**src/rtl/trig_acq_writer_pkg.sv**
```systemverilog
// Shared types, default widths and the BRAM word packing helper for the
// trigger-driven acquisition writer.
package acq_pkg;

    localparam int unsigned DATA_W_DEF  = 14;
    localparam int unsigned ADDR_W_DEF  = 13;
    localparam int unsigned DELAY_W_DEF = 16;
    localparam int unsigned WORD_W      = 32;
    localparam int unsigned HALF_W      = WORD_W / 2;

    typedef enum logic [1:0] {
        IDLE,
        DELAY,
        CAPTURE,
        DONE
    } acq_state_e;

    // Channel B lands in the upper half, channel A in the lower half.
    function automatic logic [WORD_W-1:0] pack_sample(
        input logic signed [HALF_W-1:0] a_ext,
        input logic signed [HALF_W-1:0] b_ext
    );
        return {b_ext, a_ext};
    endfunction

endpackage

```
**src/rtl/trig_acq_writer_pack.sv**
```systemverilog
// One-cycle registered sign-extension and packing of the two ADC channels
// into a single BRAM word.
module acq_sample_pack
    import acq_pkg::*;
#(
    parameter int unsigned DATA_W = DATA_W_DEF
) (
    input  logic                     clk,
    input  logic                     rst,
    input  logic signed [DATA_W-1:0] adc_a,
    input  logic signed [DATA_W-1:0] adc_b,
    output logic [WORD_W-1:0]        word
);

    logic [WORD_W-1:0] word_d;
    logic [WORD_W-1:0] word_q;

    always_comb begin
        word_d = pack_sample(HALF_W'(adc_a), HALF_W'(adc_b));
    end

    always_ff @(posedge clk) begin
        if (rst) begin
            word_q <= '0;
        end else begin
            word_q <= word_d;
        end
    end

    assign word = word_q;

endmodule

```
**src/rtl/trig_acq_writer.sv**
```systemverilog
// Trigger handshake responder: on trig_flag, waits a programmable delay,
// writes N packed ADC samples into BRAM, then acknowledges with write_finished.
module trig_acq_writer
    import acq_pkg::*;
#(
    parameter int unsigned DATA_W  = DATA_W_DEF,
    parameter int unsigned ADDR_W  = ADDR_W_DEF,
    parameter int unsigned DELAY_W = DELAY_W_DEF
) (
    input  logic                     clk,
    input  logic                     rst,
    input  logic                     trig_flag,
    input  logic [ADDR_W:0]          num_samples,
    input  logic [DELAY_W-1:0]       delay,
    input  logic signed [DATA_W-1:0] adc_a,
    input  logic signed [DATA_W-1:0] adc_b,
    output logic [ADDR_W-1:0]        bram_addr,
    output logic [WORD_W-1:0]        bram_din,
    output logic                     bram_we,
    output logic                     busy,
    output logic                     write_finished,
    output logic                     aborted
);

    localparam logic [ADDR_W:0] DEPTH = (ADDR_W + 1)'(1) << ADDR_W;
    localparam logic [ADDR_W:0] ONE_N = (ADDR_W + 1)'(1);

    acq_state_e          state_d, state_q;
    logic [DELAY_W-1:0]  count_d, count_q;
    logic [ADDR_W:0]     n_d, n_q;
    logic [ADDR_W-1:0]   idx_d, idx_q;
    logic [ADDR_W-1:0]   addr_d, addr_q;
    logic                we_d, we_q;
    logic                busy_d, busy_q;
    logic                wf_d, wf_q;
    logic                aborted_d, aborted_q;

    logic [ADDR_W:0]     n_clamped;
    logic                last_write;

    assign n_clamped  = (num_samples > DEPTH) ? DEPTH : num_samples;
    assign last_write = ({1'b0, idx_q} == (n_q - ONE_N));

    // The packer registers the sample on the same edge that we/addr are
    // registered in CAPTURE, so word and address stay aligned.
    acq_sample_pack #(
        .DATA_W(DATA_W)
    ) u_pack (
        .clk  (clk),
        .rst  (rst),
        .adc_a(adc_a),
        .adc_b(adc_b),
        .word (bram_din)
    );

    always_comb begin
        state_d   = state_q;
        count_d   = count_q;
        n_d       = n_q;
        idx_d     = idx_q;
        addr_d    = addr_q;
        we_d      = 1'b0;
        busy_d    = 1'b0;
        wf_d      = 1'b0;
        aborted_d = aborted_q;

        case (state_q)
            IDLE: begin
                if (trig_flag) begin
                    n_d       = n_clamped;
                    count_d   = delay - DELAY_W'(1);
                    idx_d     = '0;
                    aborted_d = 1'b0;
                    if (n_clamped == '0) begin
                        state_d = DONE;
                    end else if (delay == '0) begin
                        state_d = CAPTURE;
                    end else begin
                        state_d = DELAY;
                    end
                end
            end

            DELAY: begin
                if (!trig_flag) begin
                    state_d   = IDLE;
                    aborted_d = 1'b1;
                end else begin
                    busy_d = 1'b1;
                    if (count_q == '0) begin
                        state_d = CAPTURE;
                    end else begin
                        count_d = count_q - DELAY_W'(1);
                    end
                end
            end

            CAPTURE: begin
                if (!trig_flag) begin
                    state_d   = IDLE;
                    aborted_d = 1'b1;
                end else begin
                    we_d   = 1'b1;
                    busy_d = 1'b1;
                    addr_d = idx_q;
                    idx_d  = idx_q + ADDR_W'(1);
                    if (last_write) begin
                        state_d = DONE;
                    end
                end
            end

            DONE: begin
                if (trig_flag) begin
                    wf_d = 1'b1;
                end else begin
                    state_d = IDLE;
                end
            end

            default: begin
                state_d = IDLE;
            end
        endcase
    end

    always_ff @(posedge clk) begin
        if (rst) begin
            state_q   <= IDLE;
            count_q   <= '0;
            n_q       <= '0;
            idx_q     <= '0;
            addr_q    <= '0;
            we_q      <= 1'b0;
            busy_q    <= 1'b0;
            wf_q      <= 1'b0;
            aborted_q <= 1'b0;
        end else begin
            state_q   <= state_d;
            count_q   <= count_d;
            n_q       <= n_d;
            idx_q     <= idx_d;
            addr_q    <= addr_d;
            we_q      <= we_d;
            busy_q    <= busy_d;
            wf_q      <= wf_d;
            aborted_q <= aborted_d;
        end
    end

    assign bram_addr      = addr_q;
    assign bram_we        = we_q;
    assign busy           = busy_q;
    assign write_finished = wf_q;
    assign aborted        = aborted_q;

endmodule

```
**config.mk**
```make
export PLATFORM = sky130hd
export DESIGN_NAME = trig_acq_writer
export DESIGN_NICKNAME = d
export VERILOG_FILES = /design/src/rtl/trig_acq_writer_pkg.sv /design/src/rtl/trig_acq_writer_pack.sv /design/src/rtl/trig_acq_writer.sv
export SDC_FILE = /design/constraint.sdc
export NUM_CORES = 1
export LEC_CHECK = 0
export ABC_AREA = 0
export CAP_MARGIN = 0
export CORE_MARGIN = 2
export CORE_UTILIZATION = 53
export DETAILED_ROUTE_END_ITERATION = 6
export PLACE_DENSITY_LB_ADDON = 0.25
export SLEW_MARGIN = 20
export SYNTH_ARGS = -nofsm -noshare
export SYNTH_HDL_FRONTEND = slang
export SYNTH_SLANG_ARGS = --single-unit
```
**constraint.sdc**
```tcl
create_clock -name clk -period 7.2 [get_ports clk]
set_input_delay 0.72 -clock clk [delete_from_list [all_inputs] [get_ports clk]]
set_output_delay 0.72 -clock clk [all_outputs]
set_load 0.1 [all_outputs]
```
==> results.yml, run 1 <==
# generated from flow reports
outcome:
  status: "finished, final reports clean"
logic_synthesis:
  synth.avg_cell_area_um2: 8.57
  syn_area_um2: 4430
  synth_seq_share: 0.407
  synthTopLogicFamily: "simple AND/OR/NAND/NOR gates"
  top_area_frac: 0.407
  synth_xor_xnor_area_share: 0.0652
  top_area_cell: "dfxtp_1"
  synth_cell_type_count: 65
  ys_cells: 517
  ys.warnings.count: 0
  synth_async_sr_flop_share: 0
  adder_share: 0.0198
  compound_area_frac: 0.135
  ys_ff: 90
  synthFlopType: "dfxtp_1"
  synth-edff-count: 0
  synth_cells: 517
  mux_area_frac: 0.0551
  area_leaders: "dfxtp_1 (41%), nand2_1 (5.2%), a21oi_1 (4.6%), nor2_1 (4.6%), nor2b_1 (4.4%)"
  ys_chip_area_um2: 4430
  top_cell: "dfxtp_1"
  netlist_top_cells_count: "dfxtp_1 (90), nand2_1 (61), nor2_1 (54), a21oi_1 (41), nor2b_1 (31)"
  fp_nets: 585
  simple_gate_area_frac: 0.277
route:
  ant_nets: 0
  routedWlPerCell_um: 14.7
  vias: 3932
  first_iter_violations: 262
  drt_wl_total_um: 10500
  drc_errors: 0
  viasPerCell: 5.50
  firstDrtPassIters: 4
final_timing:
  fin_setup_tns_ns: 0
  slew_viol_final: 0
  period_needed_ns: 3.24
  worst_pin_slew_ns: 1.00
  fmax_mhz: 308
  setup_viol_count_final: 0
  period_used_share: 0.451
  rsz0062_at_grt: "no"
  maxSlewHeadroom: 0.329
  hold_violations: 0
critical_path:
  cp-start-kind: "primary input"
  setup.worst_path.class: "primary input to flop"
  cp.depth: 6
  cpPeakStageDelay_ns: 0.88
  crit_buf_inv: 1
  reg2reg_depth: 11
  end_kind: "flop"
  slowest_stage: "o21ai_2"
  crit_family: "AND-OR/OR-AND gates"
  crit_chain: "clkdlybuf4s50_1 > nand2_1 > o21ai_2 > o21ai_0 > mux2_4 > a21oi_2"
  crit_fanout: 28
  cp.required_ns: 7.49
  arrival_ns: 3.53
cells_and_area:
  diodes: 0
  syn2layout_area_growth_pct: 28.5
  fillers: 677
  seq_area_um2: 1800
  mostFrequentLayoutCells: "clkdlybuf4s50_1 (108), dfxtp_1 (90), nand2_1 (61)"
  drive_above_1_share: 0.0705
  final_nets: 673
  comb_area_um2: 2440
floorplanning:
  die_w_um: 95.4
  core-area_um2: 8180
  rows: 33
  io_pins: 110
  die_area_um2: 9110
  fp_util: 0.542
  chipHeight_um: 95.4
placed_design:
  gp_congestion: 0.809
  dp_hpwl_um: 7570
  placed_cells: 699
  port-buffer-count: 109
power:
  p_total_w: 0.00160
  p_leak_nw: 2.02
  powerDensity_nw_per_um2: 281
  vdd_drop_max_mv: 0.142
clock_tree:
  post-cts-setup-buffer-count: 0
  cts_tree: "yes"
  cts-root-buf: "clkbuf_8"
  ctsHtreeMaxLevel: 3
  cts_buffers: 9
  cts_hold_buf: 0
  clock_sinks: 90
  clkTransAtPathRegs_ns: 0.10
  clock_path_buffers: 2
  cts_resized: 0
global_route:
  grt_use_total: 0.236
  first_global_vias: 3712
  antenna_found_initial: 0
  grt_start_max_net_pins: 84
  grt_pass1_wl_um: 17100
  overflow: 0
job:
  warnings: 29
  maxCapViolCount: 0
hold_path:
  min_path_cells: 2
  min_path_type: "flop to flop"
run 1: where the power goes:
| part | total (W) | leakage, nW | switching (W) | internal, W |
|---|---|---|---|---|
| Sequential | 0.000605 | 0.737 | 0.0000538 | 0.000552 |
| Combinational | 0.000658 | 1.19 | 0.000406 | 0.000251 |
| Clock | 0.000335 | 0.0962 | 0.000193 | 0.000142 |
run 1: state kept, by name (all words and copies together), names as in the netlist:
signal and cells:
u_pack.word 28, count_q 16, n_q 14, bram_addr 13
idx_q 13, state_q 2, aborted 1, bram_we 1
busy 1, write_finished 1
run 1: final timing paths:
kind / slack (ns) / start / end
setup reg to reg: 4.30 / state_q[1] / count_q[12]
hold / removal: 0.46 / bram_addr[8] / bram_addr[8]
setup / recovery: 3.96 / trig_flag / count_q[13]
hold reg to reg: 0.46 / bram_addr[8] / bram_addr[8]
run 1: through the flow:
stage / utilization / hold slack (ns) / worst slack (ns) / instance area (µm²)
after floorplan: - / 0.445 / 4.33 / 4430
after global placement: 0.673 / 0.445 / 3.84 / 5500
after detailed placement: 0.673 / 0.446 / 3.65 / 5500
after CTS: 0.697 / 0.459 / 4.01 / 5700
after global routing: 0.697 / 0.488 / 3.73 / 5700
final: 0.697 / 0.459 / 3.96 / 5700
run 1: per-layer routing:
| layer | GRT usage | vias to the layer above | share of wire |
|---|---|---|---|
| li1 | - | 1966 | - |
| met1 | 0.276 | 1843 | 0.41 |
| met2 | 0.425 | 113 | 0.51 |
| met3 | 0.0656 | 10 | 0.064 |
| met4 | 0.0595 | 0 | 0.0095 |
| met5 | 0 | - | 0 |
run 1: area by class of cell:
cell class	count	share of cell area
clock buffer	10	0.0242
clock inverter	6	0.00945
inverter	7	0.00461
multi-input combinational	386	0.429
sequential	90	0.316
tap	105	0.0231
timing repair buffer	111	0.193
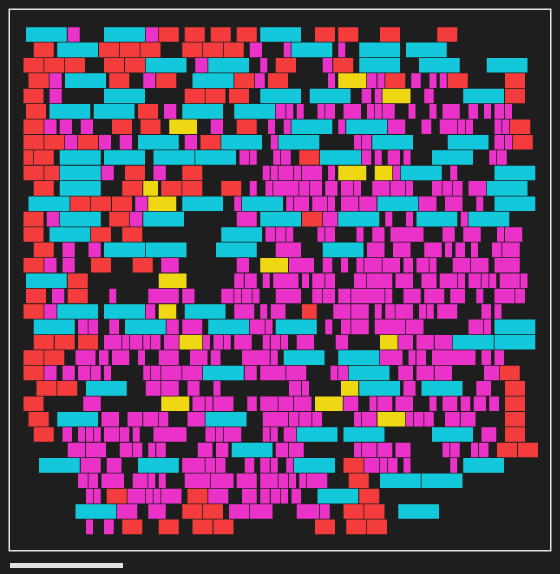
**Above:** run 1 (cell classes on the final placement).
The bar under the picture is 20 µm long.
remaining logic cells: marked magenta, cells 393, share of their area 44%. sequential cells: marked cyan, cells 90, share of their area 32%. clock drivers and dummy loads: marked yellow, cells 16, share of their area 3.4%. remaining buffers and delay cells: marked red, cells 111, share of their area 20%.

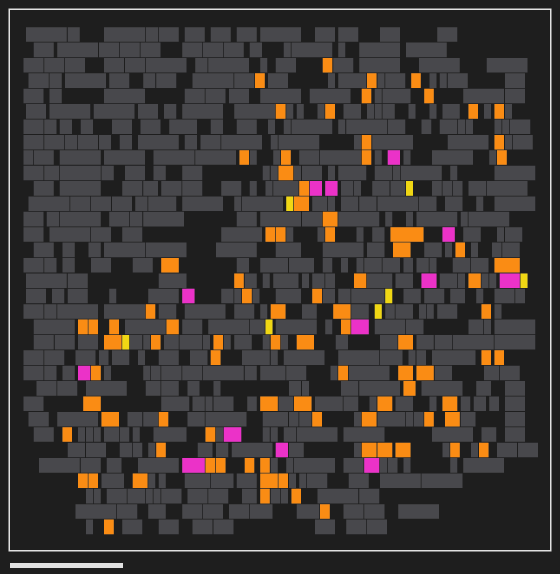
**Above:** run 1 (gate-type map).
The bar under the picture is 20 µm long.
inv cells: marked yellow, cells 7, most used inv_1. aoi and oai cells: marked orange, cells 88, most used a21oi_1, where all over the die. and/or cells: marked magenta, cells 13.
logic share of the area: 0.429
most frequent logic cell in the layout: clkdlybuf4s50_1
final std cells w/o fill: 715

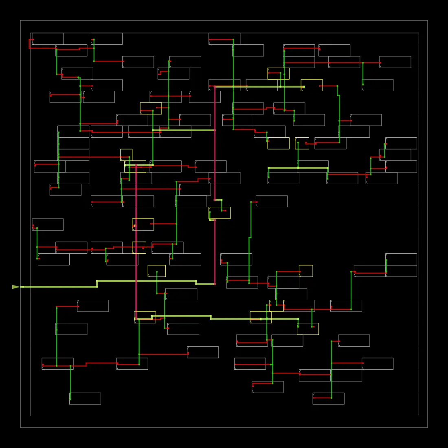
**Above:** run 1 (clock routing).
Latency at later pin: 0.36 ns
Worst Skew: 0.0105 ns

--- run 2 (diff from run 1) ---
--- a/config.mk
+++ b/config.mk
@@ -8,7 +8,7 @@
 export ABC_AREA = 0
 export CAP_MARGIN = 0
 export CORE_MARGIN = 2
-export CORE_UTILIZATION = 53
+export CORE_UTILIZATION = 45
 export DETAILED_ROUTE_END_ITERATION = 6
 export PLACE_DENSITY_LB_ADDON = 0.25
 export SLEW_MARGIN = 20
==> constraint.sdc (replaced) <==
create_clock -name clk -period 2.61 [get_ports clk]
set_input_delay 0.261 -clock clk [delete_from_list [all_inputs] [get_ports clk]]
set_output_delay 0.261 -clock clk [all_outputs]
set_load 0.1 [all_outputs]
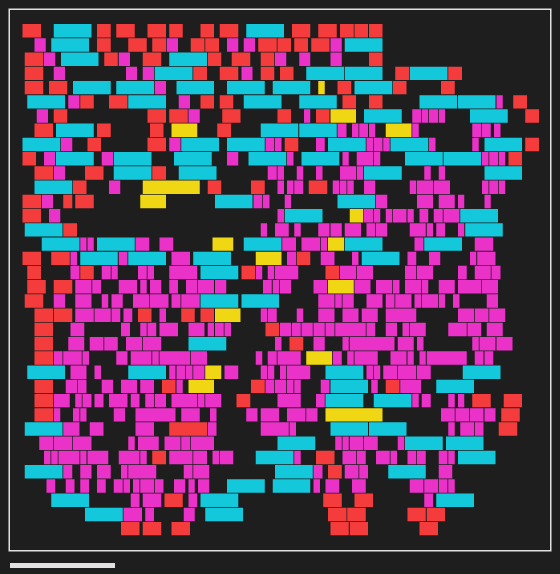
**Above:** run 2 (cell classes on the final placement).
The bar under the picture is 20 µm long.
remaining buffers and delay cells: marked red, cells 124, share of their area 19%. remaining logic cells: marked magenta, cells 393, share of their area 45%. clock drivers and dummy loads: marked yellow, cells 16, share of their area 4.0%. sequential cells: marked cyan, cells 90, share of their area 32%.

==> run 2 against run 1 <==
  * First-iteration DRC count is 47% lower
  * Power went up to 2.9 times the previous value
  * Core utilization is 10 points lower
  * Sequential share of layout area is 0.46 points lower
  * Die size is 17% higher
==> results.yml, run 2 <==
# generated from flow reports
final_timing:
  hold_violations: 0
  setup_viol_count_final: 0
  fmax_mhz: 409
  period_used_share: 0.937
  period_needed_ns: 2.45
  worst_pin_slew_ns: 0.586
  slew_viol_final: 0
  fin_setup_tns_ns: 0
  holdWs_ns: 0.314
  maxSlewHeadroom: 0.610
  setup_ws_ns: 0.164
critical_path:
  reg2reg_to: "count_q[13]"
  end_kind: "flop"
  crit_buf_inv: 1
  cp.depth: 9
  setup.worst_path.class: "flop to flop"
  crit_chain: "inv_1 > ha_2 > mux2i_2 > o21ai_2 > or3_4 > nor3_4 > nand3_2 > mux2_4 > a21oi_2"
  reg2reg_depth: 9
  r2r-start: "state_q[1]"
  crit_fanout: 7
  arrival_ns: 2.74
  cp-start-kind: "flop"
  cp.required_ns: 2.90
  slowest_stage: "or3_4"
  crit_family: "simple AND/OR/NAND/NOR gates"
  cpPeakStageDelay_ns: 0.39
  reg2reg_slack_ns: 0.16
placed_design:
  port-buffer-count: 109
  place_area_um2: 5520
  gp_congestion: 0.879
  post-place-ws_ns: 0.162
  dp_hpwl_um: 8100
  placed_cells: 739
route:
  vias: 3963
  firstDrtPassIters: 4
  drt_wl_total_um: 10600
  first_iter_violations: 138
  drc_errors: 0
  ant_nets: 0
  routedWlPerCell_um: 14.1
  viasPerCell: 5.24
power:
  comb_power_share: 0.413
  clockPowerShare: 0.229
  p_int_w: 0.00285
  p_seq_frac: 0.358
  powerDensity_nw_per_um2: 809
  p_sw_w: 0.00183
  p_leak_nw: 2.20
  p_total_w: 0.00468
  vdd_drop_max_mv: 0.383
  switching_share: 0.391
global_route:
  grt_use_total: 0.206
  antenna_found_initial: 0
  grt_start_max_net_pins: 29
  first_global_vias: 3820
  grt_pass1_wl_um: 17500
  overflow: 0
logic_synthesis:
  ys_ff: 90
  netlist_top_cells_count: "dfxtp_1 (90), nand2_1 (61), nor2_1 (54), a21oi_1 (41), nor2b_1 (31)"
  synth_cells: 517
  ys.warnings.count: 0
  synth-edff-count: 0
  synth.avg_cell_area_um2: 8.57
  ys_chip_area_um2: 4430
  synth_seq_share: 0.407
  synthFlopType: "dfxtp_1"
  top_area_frac: 0.407
  synth_cell_type_count: 65
  synth_async_sr_flop_share: 0
  top_area_cell: "dfxtp_1"
  fp_nets: 585
  area_leaders: "dfxtp_1 (41%), nand2_1 (5.2%), a21oi_1 (4.6%), nor2_1 (4.6%), nor2b_1 (4.4%)"
  top_cell: "dfxtp_1"
  ys_cells: 517
  syn_area_um2: 4430
cells_and_area:
  largest_register_ffs: 28
  drive_above_1_share: 0.172
  fin_cells: 756
  diodes: 0
  utilization: 0.597
  mostFrequentLayoutCells: "dfxtp_1 (90), buf_4 (63), nand2_1 (61)"
  final_cell_area_um2: 5780
  syn2layout_area_growth_pct: 30.4
  final_nets: 686
  layout_top_cell: "dfxtp_1"
floorplanning:
  die_area_um2: 10700
  core-area_um2: 9680
  die_w_um: 103
  chipHeight_um: 103
  io_pins: 110
  fp_util: 0.458
  rows: 36
job:
  warnings: 29
  maxCapViolCount: 0
clock_tree:
  clkTransAtPathRegs_ns: 0.09
  ctsHtreeMaxLevel: 3
  cts-root-buf: "clkbuf_8"
  cts_hold_buf: 0
  clock_path_buffers: 2
  cts_tree: "yes"
  worstSkewPairLatency_ns: 0.36
hold_path:
  min_path_type: "primary input to flop"
  hp-start: "rst"
  min_path_cells: 2
  min_to: "bram_we"
outcome:
  status: "finished, final reports clean"
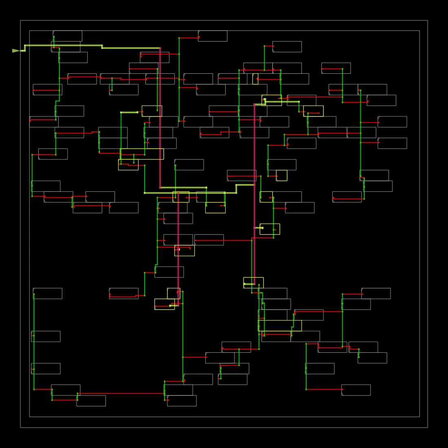
**Above:** run 2 (clock routing).
Sink Count: 90
Worst Skew: 0.00930 ns
clock network power: 0.00107 W
Flops: 90
cts bufs inserted: 9

run 2: power by group through the flow:
stage / Combinational (W) / Clock [W] / Sequential, W
floorplan: 0.00122 / 0 / 0.00189
global placement: 0.00187 / 0 / 0.00169
detailed placement: 0.00190 / 0 / 0.00170
CTS: 0.00191 / 0.00110 / 0.00167
global route: 0.00213 / 0.00116 / 0.00170
finish: 0.00193 / 0.00107 / 0.00167
run 2: layout make-up:
type	count	area (µm²)
tap	133	166
multi-input combinational	386	2470
sequential	90	1800
fill	879	3910
clock buffer	10	128
clock inverter	6	96.3
inverter	7	26.3
timing repair buffer	124	1090
run 2: worst max path at each step:
stage	from	endpoint	slack, ns
detailed placement	state_q[1]	count_q[10]	0.16
floorplan	state_q[1]	count_q[12]	0.03
finish	state_q[1]	count_q[13]	0.16
global route	state_q[1]	count_q[10]	-0.04
CTS	state_q[1]	count_q[10]	0.13
global placement	n_q[1]	state_q[0]	0.29
run 2: routing by layer:
layer,track usage,routed length (µm),vias to the layer above
met1,0.246,4400,1879
li1,-,-,1990
met4,0.0628,136,0
met5,0,0,-
met3,0.0410,449,11
met2,0.373,5640,83
run 2: cell families after synthesis:
logic type | Yosys count | synth area share
and+or+nand+nor | 228 | 0.277
AOI/OAI and AO/OA | 95 | 0.135
DFF | 90 | 0.407
buffers and inverters | 41 | 0.0421
xor gates and xnor gates | 33 | 0.0652
muxes | 23 | 0.0551
adders and majority gates | 7 | 0.0198
run 2: what timing repair did:
action / in CTS / in global routing
endpoints found under the setup margin: 0 / 5
gates resized: 0 / 3
buffers inserted: 0 / 1
Power is estimated from default activity; no workload was simulated.
